Design iir_tap_sequencer, sky130hd; sources not shown.
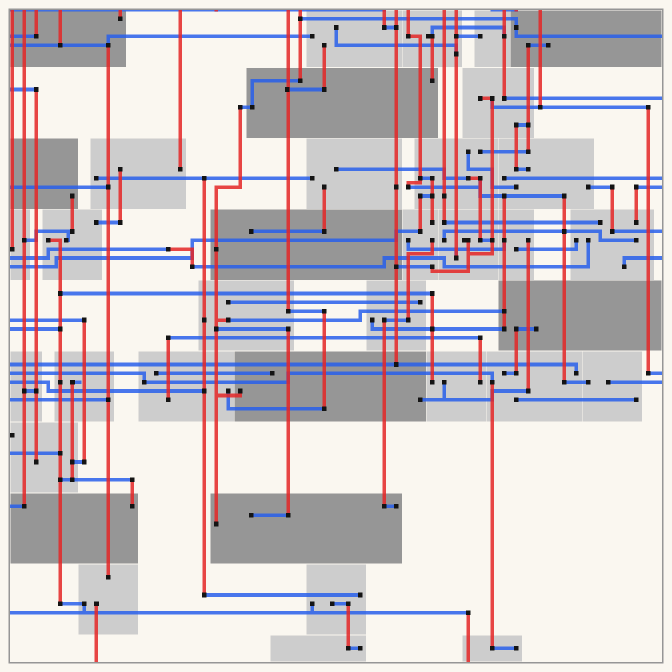
**Above:** a small window of the routed layout.
Region (88, 18) to (113, 43) um. Cells in gray, sequential cells in the stronger gray; small squares are vias.
M2 -> red
M1 -> blue
cells with their middle in the window = 31
most frequent = nand2b_1 (9), dfxtp_1 (8), mux2i_1 (7)
sequential cells in the window = 8

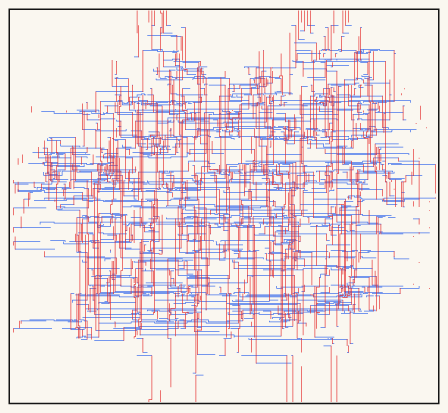
**Above:** routed metal, one color a layer.
Only two layers are drawn.
M1 -> blue  # wire length 6080 um
M2 -> red  # wire length 5680 um
GRT Resource Usage Total: 0.155
DR vias: 3835
WL per Instance: 16.5 um

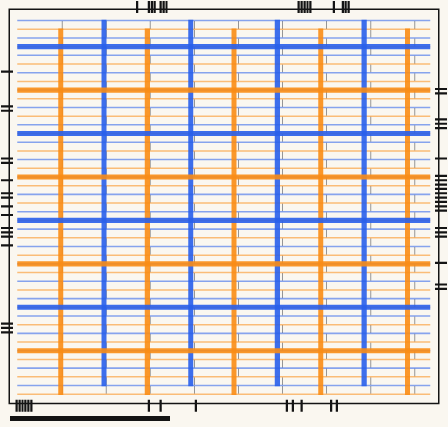
**Above:** PDN straps and rails.
Scale bar: 50 um. Pins as bars on the die edge. Tap cells in gray.
VSS -> orange
VDD -> blue
signal pins = 68
met4 straps = 9
met1 rails = 44
core box area: 15100 um^2
Die Ht: 123 um

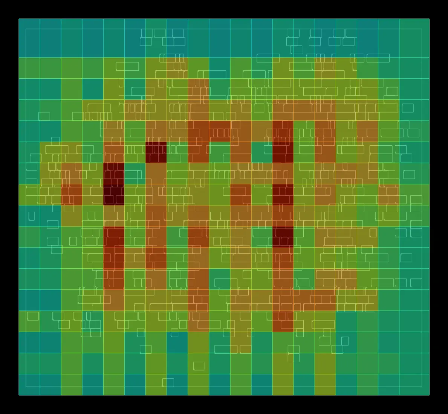
**Above:** routing congestion.
met3 Use GR: 0.0320
Layout Utilization: 0.386
GR Util met2: 0.252

==> results.toml <==
# yosys + openroad results
[run_status]
status = "completed"

[finish]
drive_gt1_frac = 0.0501
finalInstanceArea_um2 = 5840
final_cell_mix = "dfxtp_1, nand2_1, clkdlybuf4s50_1"
largest_reg_flops = 40
nets = 600
lay_top_count = "dfxtp_1"
n_antenna_cell = 0
area_delta_synth_final_pct = 19.9
nFillCells = 1490

[synthesis]
synth_top_area_share = 0.427
postSynth.asyncResetShare = 0
syn_area_per_cell_um2 = 9.29
numSynthFlops = 104
synth_warnings = 0
synth_top_flop_cell = "dfxtp_1"
synth-edff-count = 0
yosys-stat-cells = 525
syn_area_um2 = 4870
syn-num-nets = 570
synth.distinct_cells = 42
synthCells = 525
yosys_area_um2 = 4870
postSynthSeqShare = 0.427
area_leaders = "dfxtp_1, mux2i_1, nand2_1, nand2b_1, a21oi_1"
top_area_cell = "dfxtp_1"

[global_routing]
grt_pass1_vias = 3864
grt-busiest-layer = "met2"
antenna_found_initial = 0
grt_max_degree = 108
grt_pass1_wl_mm = 20.1
gr-usage-met1 = 0.212
grt.overflow.total = 0

[route]
wirelength_mm = 12.6
drtPass1Iterations = 4
drc = 0
met3_length_um = 670
met2RoutedLength_mm = 5.68
antenna_left = 0
drt_iter0_markers = 259
avgViaCountPerCell = 5.04
drt-met1-wl_mm = 6.08

[placement]
pre_cts_slack_ps = 2350
dpl_cell_area_um2 = 5510
io_buffers = 61
dp_hpwl_mm = 7.95

[cts]
post_cts_buffers = 0
cts-resized-gates = 0
clock_latency_ps = 350
htreeDepth = 3
cts_buffers = 9
clock_path_buffers = 2
cts_tree = "done"
clkTransAtPathRegs_ps = 70
ctsHoldBuffers = 0
root_buffer = "clkbuf_16"

[run]
warnings = 37
maxCapViolCount = 0

[worst_hold_path]
hold_path.class = "reg -> reg"
hold_depth = 2

[sta]
fmax_mhz = 288
setup_slack_ps = 2320
rsz0062_at_grt = "false"
tightest_slew_ps = 1020
max_slew_margin = 0.310
period_minus_slack_ps = 3480
setup_violations = 0
maxSlewViolCount = 0
fin_crit_sh = 0.600
hold_viol_final = 0
tns_ps = 0
skew_ps = 5.97

[critical_path]
rr_worst_depth = 3
reg2reg_setup_slack_ps = 3130
crit_fanout = 8
cpPeakStageDelay_ps = 870
critPathLaunchType = "input pin"
crit_arrival_ps = 3730
crit_type = "in -> reg"
cp.required_ps = 6060
crit_chain = "dlygate4sd3_1 > nor4b_1 > nand4b_1 > mux2i_1"
cpMaxStageDelayCell = "nand4b_1"

[pwr]
p_leak_uw = 0.00223
p_per_area_nw_per_um2 = 271
finalPower_uw = 1580
peakVddDrop_mv = 0.165

[die]
rows = 43
initial_core_util = 0.322
chipArea_um2 = 16500
die_w_um = 134
-- stage by stage --
step	std cells	util	hold slack, ps
finish	761	0.386	451
global route	761	0.386	481
CTS	760	0.387	452
detailed placement	745	0.364	443
global placement	745	0.364	436
floorplan	525	-	431
-- logic make-up after synthesis --
| group | after synthesis | synth area share |
|---|---|---|
| AND/OR/NAND/NOR | 200 | 0.230 |
| buffers and inverters | 55 | 0.0590 |
| multiplexers | 56 | 0.115 |
| flip-flops | 104 | 0.427 |
| adder cells (fa/ha/maj) | 5 | 0.0128 |
| AND-OR/OR-AND | 105 | 0.156 |
-- power breakdown --
part,leakage (uW),internal (uW),switching [uW]
Sequential,0.000841,732,15.4
Clock,0.000163,432,259
Combinational,0.00123,72.4,72.9
-- cell type report --
cell class              count  area (um^2)  share of cell area
clock buffers              12          246              0.0422
clock inverters             3         90.1              0.0154
inverters                   7         26.3             0.00450
multi-input cells         366         2490               0.426
flip-flops and latches    104         2080               0.356
well taps                 202          253              0.0433
repair buffers             67          658               0.113
-- synth_stat cells, types with 2 or more instances --
master and number:
buf_6 4, a311oi_1 16, nor2_1 13, nor3b_1 2, ha_1 5, nor2b_1 2
inv_1 7, nand3_1 3, buf_2 11, a21oi_1 38, o211ai_1 4, dfxtp_1 104
clkbuf_1 22, mux2i_1 56, o2bb2ai_1 7, and3b_1 18, nand3b_1 16, a21o_1 16
nand2b_1 50, o221ai_1 16, buf_4 10, nand2_1 84, nand3_2 2
-- critical path, delay by kind of cell --
| kind | cells | cell delay (ps) |
|---|---|---|
| muxes | 1 | 370 |
| buffers and inverters | 1 | 510 |
| and+or+nand+nor | 2 | 1690 |
Power and IR drop assume default switching activity.
